File: config.mk
export PLATFORM = sky130hd
export DESIGN_NAME = frame_loader
export DESIGN_NICKNAME = d
export VERILOG_FILES = /design/src/rtl/ledpi_pkg.sv /design/src/rtl/fb_addr_counter.sv /design/src/rtl/frame_loader.sv
export SDC_FILE = /design/constraint.sdc
export NUM_CORES = 1
export LEC_CHECK = 0
export CAP_MARGIN = 30
export CORE_MARGIN = 2
export CORE_UTILIZATION = 44
export DETAILED_ROUTE_END_ITERATION = 10
export GPL_ROUTABILITY_DRIVEN = 0
export GPL_TIMING_DRIVEN = 0
export HOLD_SLACK_MARGIN = 0.08
export PLACE_DENSITY_LB_ADDON = 0.08
export RECOVER_POWER = 100
export SYNTH_ARGS = -nofsm -noshare
export SYNTH_HDL_FRONTEND = slang
export SYNTH_SLANG_ARGS = --single-unit
File: constraint.sdc
create_clock -name clk -period 1.53 [get_ports clk]
set_input_delay 0.2295 -clock clk [delete_from_list [all_inputs] [get_ports clk]]
set_output_delay 0.2295 -clock clk [all_outputs]
set_load 0.05 [all_outputs]
File: src/rtl/ledpi_pkg.sv
// ============================================================================
// Module  : ledpi_pkg
// Brief   : Shared geometry, command and state definitions for the HUB75 path.
// Rev     : 1.0  initial release
// ============================================================================
`default_nettype none

package ledpi_pkg;

    localparam int COLS = 64;
    localparam int ROWS = 32;
    localparam logic [7:0] CMD_FRAME = 8'hA5;

    localparam int COL_W = $clog2(COLS);
    localparam int ROW_W = $clog2(ROWS);
    localparam int ADDR_W = ROW_W + COL_W + 2;
    localparam int FRAME_BYTES = COLS * ROWS * 3;

    localparam logic [1:0] COLOR_R = 2'd0;
    localparam logic [1:0] COLOR_G = 2'd1;
    localparam logic [1:0] COLOR_B = 2'd2;

    typedef enum logic [1:0] {
        ST_IDLE      = 2'd0,
        ST_PIXELS    = 2'd1,
        ST_DRAIN     = 2'd2,
        ST_WAIT_SWAP = 2'd3
    } fl_state_t;

endpackage

`default_nettype wire

File: src/rtl/fb_addr_counter.sv
// ============================================================================
// Module  : fb_addr_counter
// Brief   : Row/column/color frame-memory address counter; color skips code 3.
// Rev     : 1.0  initial release
// ============================================================================
`default_nettype none

module fb_addr_counter
    import ledpi_pkg::*;
(
    input  logic              clk,
    input  logic              rst_n,
    input  logic              clear,
    input  logic              inc,
    output logic [ADDR_W-1:0] addr,
    output logic              last
);

    logic [ROW_W-1:0] r_row;
    logic [COL_W-1:0] r_col;
    logic [1:0]       r_color;

    assign addr = {r_row, r_col, r_color};
    assign last = (r_row == ROW_W'(ROWS - 1)) && (r_col == COL_W'(COLS - 1)) &&
                  (r_color == COLOR_B);

    always_ff @(posedge clk) begin
        if (!rst_n || clear) begin
            r_row   <= '0;
            r_col   <= '0;
            r_color <= COLOR_R;
        end else if (inc) begin
            if (r_color == COLOR_B) begin
                r_color <= COLOR_R;
                if (r_col == COL_W'(COLS - 1)) begin
                    r_col <= '0;
                    r_row <= r_row + 1'b1;
                end else begin
                    r_col <= r_col + 1'b1;
                end
            end else begin
                r_color <= r_color + 2'd1;
            end
        end
    end

endmodule

`default_nettype wire

File: src/rtl/frame_loader.sv
// ============================================================================
// Module  : frame_loader
// Brief   : Parses SPI frame packets into the back frame buffer and swaps
//           buffers on scan end-of-frame. Define FRAME_LOADER_CHECKSUM_EN to
//           require a trailing modulo-256 pixel checksum byte.
// Rev     : 1.0  initial release
// ============================================================================
`default_nettype none

module frame_loader
    import ledpi_pkg::*;
(
    input  logic              clk,
    input  logic              rst_n,
    input  logic              cs_n,
    input  logic              rx_valid,
    input  logic [7:0]        rx_data,
    input  logic              disp_frame_end,
    output logic              fb_we,
    output logic              fb_buf,
    output logic [ADDR_W-1:0] fb_addr,
    output logic [7:0]        fb_wdata,
    output logic              disp_buf,
    output logic              frame_swapped,
    output logic              err_short,
    output logic              err_busy,
    output logic              busy
);

    fl_state_t         r_state;
    logic              r_disp_buf;
    logic              r_cs_rose;
    logic              w_pix_byte;
    logic              w_cnt_clear;
    logic [ADDR_W-1:0] w_cnt_addr;
    logic              w_cnt_last;

`ifdef FRAME_LOADER_CHECKSUM_EN
    logic              r_sum_phase;
    logic [7:0]        r_sum;
    assign w_pix_byte = (r_state == ST_PIXELS) && rx_valid && !r_sum_phase;
`else
    assign w_pix_byte = (r_state == ST_PIXELS) && rx_valid;
`endif

    assign w_cnt_clear = (r_state == ST_IDLE) && rx_valid && !cs_n &&
                         (rx_data == CMD_FRAME);
    assign busy        = (r_state == ST_PIXELS) || (r_state == ST_WAIT_SWAP);
    assign disp_buf    = r_disp_buf;

    fb_addr_counter u_cnt (
        .clk   (clk),
        .rst_n (rst_n),
        .clear (w_cnt_clear),
        .inc   (w_pix_byte),
        .addr  (w_cnt_addr),
        .last  (w_cnt_last)
    );

    always_ff @(posedge clk) begin
        if (!rst_n) begin
            r_state       <= ST_IDLE;
            r_disp_buf    <= 1'b0;
            r_cs_rose     <= 1'b0;
            fb_we         <= 1'b0;
            fb_buf        <= 1'b0;
            fb_addr       <= '0;
            fb_wdata      <= '0;
            frame_swapped <= 1'b0;
            err_short     <= 1'b0;
            err_busy      <= 1'b0;
`ifdef FRAME_LOADER_CHECKSUM_EN
            r_sum_phase   <= 1'b0;
            r_sum         <= '0;
`endif
        end else begin
            fb_we         <= 1'b0;
            frame_swapped <= 1'b0;
            err_short     <= 1'b0;
            err_busy      <= 1'b0;
            case (r_state)
                ST_IDLE: begin
                    if (rx_valid) begin
                        if (w_cnt_clear) begin
                            r_state <= ST_PIXELS;
`ifdef FRAME_LOADER_CHECKSUM_EN
                            r_sum_phase <= 1'b0;
                            r_sum       <= '0;
`endif
                        end else begin
                            r_state <= ST_DRAIN;
                        end
                    end
                end
                ST_PIXELS: begin
                    if (w_pix_byte) begin
                        fb_we    <= 1'b1;
                        fb_buf   <= ~r_disp_buf;
                        fb_addr  <= w_cnt_addr;
                        fb_wdata <= rx_data;
                    end
`ifdef FRAME_LOADER_CHECKSUM_EN
                    if (w_pix_byte)
                        r_sum <= r_sum + rx_data;
                    if (w_pix_byte && w_cnt_last) begin
                        r_sum_phase <= 1'b1;
                    end else if (r_sum_phase && rx_valid) begin
                        if (rx_data == r_sum) begin
                            r_state   <= ST_WAIT_SWAP;
                            r_cs_rose <= cs_n;
                        end else begin
                            r_state   <= ST_IDLE;
                            err_short <= 1'b1;
                        end
                    end else if (cs_n) begin
                        r_state   <= ST_IDLE;
                        err_short <= 1'b1;
                    end
`else
                    // A byte landing with the cs_n rise still counts; only a
                    // rise that leaves the frame incomplete is an abort.
                    if (w_pix_byte && w_cnt_last) begin
                        r_state   <= ST_WAIT_SWAP;
                        r_cs_rose <= cs_n;
                    end else if (cs_n) begin
                        r_state   <= ST_IDLE;
                        err_short <= 1'b1;
                    end
`endif
                end
                ST_DRAIN: begin
                    if (cs_n)
                        r_state <= ST_IDLE;
                end
                ST_WAIT_SWAP: begin
                    if (disp_frame_end) begin
                        r_disp_buf    <= ~r_disp_buf;
                        frame_swapped <= 1'b1;
                        r_state       <= cs_n ? ST_IDLE : ST_DRAIN;
                    end else if (cs_n) begin
                        r_cs_rose <= 1'b1;
                    end else if (rx_valid) begin
                        // Only the first byte of a fresh cs_n window is a command.
                        err_busy  <= r_cs_rose && (rx_data == CMD_FRAME);
                        r_cs_rose <= 1'b0;
                    end
                end
                default: r_state <= ST_IDLE;
            endcase
        end
    end

endmodule

`default_nettype wire

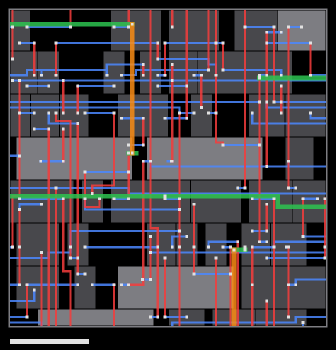
Figure 1: layout detail.
Bar = 5 um. Window x 24 to 44, y 37 to 57 um. Cells in grey, sequential cells in the stronger grey; small squares are vias.
| colour | layer |
|---|---|
| blue | M1 |
| green | M3 |
| red | M2 |
| orange | M4 |
sequential cells in the window: 3
netlist names of flops here include: fb_wdata (2), fb_buf (1)
cells with their middle in the window: 35
most frequent: nand2_1 (9), a21oi_1 (5), dlygate4sd2_1 (4)

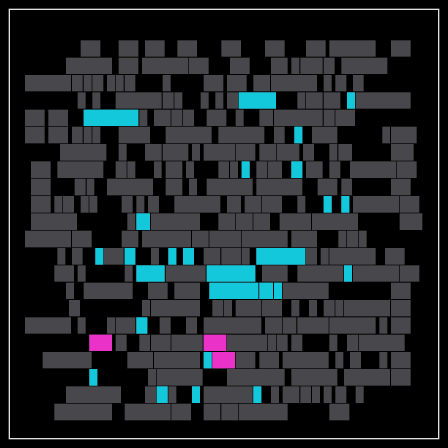
Figure 2: selected gate families.
| colour | family | cells | most used |
|---|---|---|---|
| magenta | mux cells | 3 | mux2i_1 |
| cyan | nor cells | 26 | nor2_1 |
proportion of cell area occupied by multi-input gates: 38.0%
final cell count without fillers: 317
Commonest Layout Cell: sky130_fd_sc_hd__nand2_1

==> deck_impl_summary.md <==
Run Summary

Synth
  • Mapped Avg Cell Area: 8.50 um2
  • Number of enable flip-flop cells: 0
  • Async set or reset register ratio after synthesis: 0%
  • Tally of unique sky130hd cells used after synthesis: 36
  • Simple share: 28.3%
  • Yosys reg bits: 43
  • Cell count after synthesis: 207
  • Main kind of combinational logic by area: simple AND/OR/NAND/NOR gates
  • Predominant post-synthesis flop cell: sky130_fd_sc_hd__dfxtp_1
  • Sequential share of the synthesized area: between 40% and 50%
  • Net Count, Synth: approximately 220
  • Ys cells: between 200 and 250
  • Post-synthesis cell area: approximately 1800 um2
  • YS chip area: 1760 um2
  • Warning count from the yosys run: 0
  • Adders+Majority by Area: 2.13%
  • Mux cell area share after synthesis: 1.71%

Flow run
  • Number of maximum-capacitance constraint violations: 0
  • Log Warnings: 28

STA
  • Tightest slew margin relative to the limit: approximately 67%
  • Total Negative Setup Slacks: 0 ps
  • Setup Skew: about 5.1 ps
  • Pins over their slew limit: 0
  • Final-layout worst hold slack: 327 ps
  • Final worst path period share: 98.9%
  • Worst setup margin: 16.6 ps
  • Maximum clock frequency: 661 MHz
  • Final min period: 1510 ps
  • Final hold vios: 0
  • Setup violations, final: 0
  • Slew @ Worst Pin: around 500 ps

Critical path
  • Crit. End Element: register
  • Critical path cell sequence: buf_6 -> nand3_4 -> or3_4 -> or3_4 -> a21oi_2
  • Reg2reg path depth: 5
  • Largest fanout of any net on the critical path: 5
  • Most frequent CP cell: sky130_fd_sc_hd__or3_4
  • Cell at the slowest stage of the critical path: sky130_fd_sc_hd__or3_4
  • Critical R2R Launch: u_cnt.r_color[1]$_SDFFE_PP0P_
  • Startpoint-to-endpoint class of the critical path: reg -> reg
  • Reg2Reg Setup Slack: 20 ps
  • Req. time, crit path: between 1500 and 2000 ps
  • Startpoint kind of the worst setup timing path: register
  • Reg2reg end: u_cnt.r_col[5]$_SDFFE_PP0P_
  • Delay of the slowest cell on the worst path: about 450 ps
  • Critical path data arrival time: 1750 ps

Clock network
  • CTS H-tree depth: 2
  • Clock transition time at the flip-flop clock pins of the worst setup and hold paths: ~80 ps
  • Clk buf depth: 2
  • Number of hold-repair buffers added at the cts stage: 0
  • Clk Tree Root Cell: sky130_fd_sc_hd__clkbuf_8
  • Source-to-sink clock delay at the later pin of the worst-skew pair: approximately 300 ps
  • Clk sink count: 43
  • Clock tree from TritonCTS: yes

Final layout
  • Layout filler cell count: 321
  • Share of final-layout standard cells stronger than drive strength 1: 21.6%
  • Top logic cells by instance count in the layout: 52 x sky130_fd_sc_hd__nand2_1, 36 x sky130_fd_sc_hd__dlygate4sd2_1, 34 x sky130_fd_sc_hd__dfxtp_1
  • Synth-to-layout area growth: 45.2%
  • Number of nets in the final layout: 284
  • # diodes: 0
  • Final standard cell utilization of the core: 68.3%

Global route
  • First-pass GRT wire length: 6820 um
  • Vias in the first global route: ~1500
  • Initial antenna violation count: 0
  • Remaining global-route overflow: 0

Status
  • Result of the run: completed

Die
  • Floorplan Core Area: about 3700 um2
  • Total die size: roughly 4500 um2
  • Die outline width: 67.3 um
  • Die extent in y: 67.3 um
  • Number of standard-cell rows in the floorplan: 22
  • Floorplan utilization: 47.0%

Worst hold path
  • Hold Crit Endpoint: fb_wdata[5]$_SDFFE_PN0P_
  • Hold path cells: 3
  • Start point of the worst hold path: rx_data[5]
  • Class of the worst hold path: in -> reg

Placement
  • Inst Count DP: 295
  • Number of buffer cells added on primary ports: around 40
  • Worst slack, placed: -928 ps

Detailed routing
  • Post-route antenna net violation count: 0
  • Via-to-Cell Ratio: a little over 5
  • Remaining routing DRC violations: 0
  • Pre-Repair DR Iteration Count: 4
  • 1st-iter DRT viols: 68

Pwr
  • Standby leakage power: 1.07 nW
  • Power per Cell Area: between 800 and 900 nW/um2
  • Overall power: 2.15 mW
  • Peak VDD IR: 456 uV
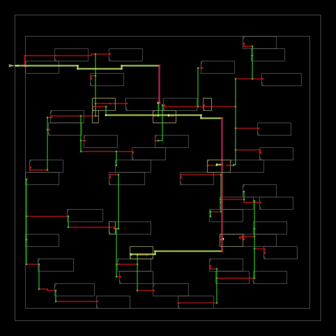
Figure 3: clock routing.
number of buffers created by CTS: 5
flip-flops: 43

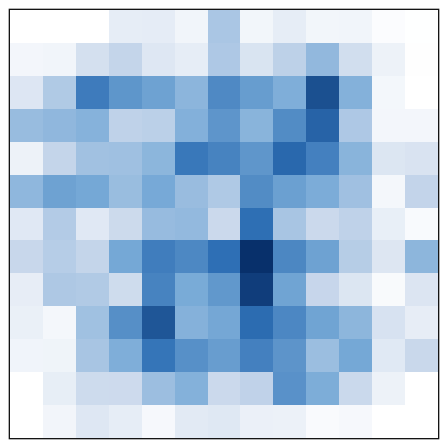
Figure 4: wiring heat map.
The die is cut into 13 by 13 equal tiles; white is low, dark blue is high, scaled to the fullest tile. Values are wire area over tile area, all layers added.
densest ninth of the die: centre
nearly empty tiles: 7.1%
mean over tiles: 0.15
fullest tile: 0.45
number of vias after detailed routing: 1606
detailed-route wire length per cell: 13.6 um
global-route usage over all layers: 20.2%
final routed wirelength across all metal layers: 4310 um

## flip-flops by register name, indices dropped and copies added (netlist names)
register       flops
u_cnt.r_col        6
disp_buf           1
fb_buf             1
u_cnt.r_color      2
frame_swapped      1
r_state            2
err_short          1
fb_wdata           8
fb_we              1
r_cs_rose          1
fb_addr           13
u_cnt.r_row        5
err_busy           1
## Yosys cell counts (3+ instances only)
library cell | count | share of area [%]
sky130_fd_sc_hd__mux2i_1 | 3 | 1.7
sky130_fd_sc_hd__nand2b_1 | 3 | 1.1
sky130_fd_sc_hd__nand2_1 | 52 | 11
sky130_fd_sc_hd__nor2_1 | 13 | 2.8
sky130_fd_sc_hd__clkbuf_1 | 7 | 1.5
sky130_fd_sc_hd__nor4_1 | 4 | 1.4
sky130_fd_sc_hd__ha_1 | 3 | 2.1
sky130_fd_sc_hd__nor3_1 | 5 | 1.4
sky130_fd_sc_hd__xnor2_1 | 5 | 2.5
sky130_fd_sc_hd__dfxtp_1 | 43 | 49
sky130_fd_sc_hd__a21oi_1 | 29 | 8.2
sky130_fd_sc_hd__buf_2 | 4 | 1.1
sky130_fd_sc_hd__o21ai_0 | 5 | 1.4
sky130_fd_sc_hd__nand3_1 | 5 | 1.4
## worst max path at each step
stage          cells past startpoint                          end                          start
4_1_cts                            7      r_state[1]$_SDFFE_PN0P_    u_cnt.r_row[1]$_SDFFE_PP0P_
6_report                           5  u_cnt.r_col[5]$_SDFFE_PP0P_  u_cnt.r_color[1]$_SDFFE_PP0P_
2_1_floorplan                      5  u_cnt.r_col[5]$_SDFFE_PP0P_        r_state[1]$_SDFFE_PN0P_
3_3_place_gp                       6  u_cnt.r_col[1]$_SDFFE_PP0P_                     rx_data[3]
5_1_grt                            5  u_cnt.r_row[3]$_SDFFE_PP0P_  u_cnt.r_color[1]$_SDFFE_PP0P_
3_5_place_dp                       6  u_cnt.r_row[4]$_SDFFE_PP0P_                     rx_data[3]
## report_power, final
group          leakage (nW)  internal (mW)  total (mW)  switching [mW]
logic                 0.671          0.107       0.290           0.183
clock network        0.0422          0.320       0.691           0.370
registers             0.352           1.14        1.17          0.0262
total                  1.07           1.57        2.15           0.580
## area by class of cell
type                       instances  area, um2  share of cell area [%]
buffer                            11       80.1                    3.13
clock buffer                       7       76.3                    2.99
clock inverter                     1       5.00                   0.196
inverter                           2       7.51                   0.294
multi-input combinational        149        972                    38.0
sequential                        43        877                    34.3
tap                               48       60.1                    2.35
timing repair buffer              56        478                    18.7
## worst max-delay path: cells and delay by family (launching register included)
kind	cells	cell delay, ps
AOI/OAI and AO/OA	1	110
buffers and inverters	1	110
DFF	1	330
and+or+nand+nor	3	900
## metal layers
metal	vias to the layer above	share of wire, %	global-route usage, %
met5	-	0	0
met4	0	1.4	4.59
met3	8	4.2	5.50
met2	33	49	35.6
met1	744	45	24.5
li1	821	-	-
## timing repair
| action | in CTS | in global routing |
|---|---|---|
| gates resized | 74 | 22 |
| buffers inserted | 11 | 4 |
| pin swaps | 14 | 5 |
| cloned | 1 | 0 |
| endpoints found under the setup margin | 66 | 36 |
Power and IR drop assume default switching activity.
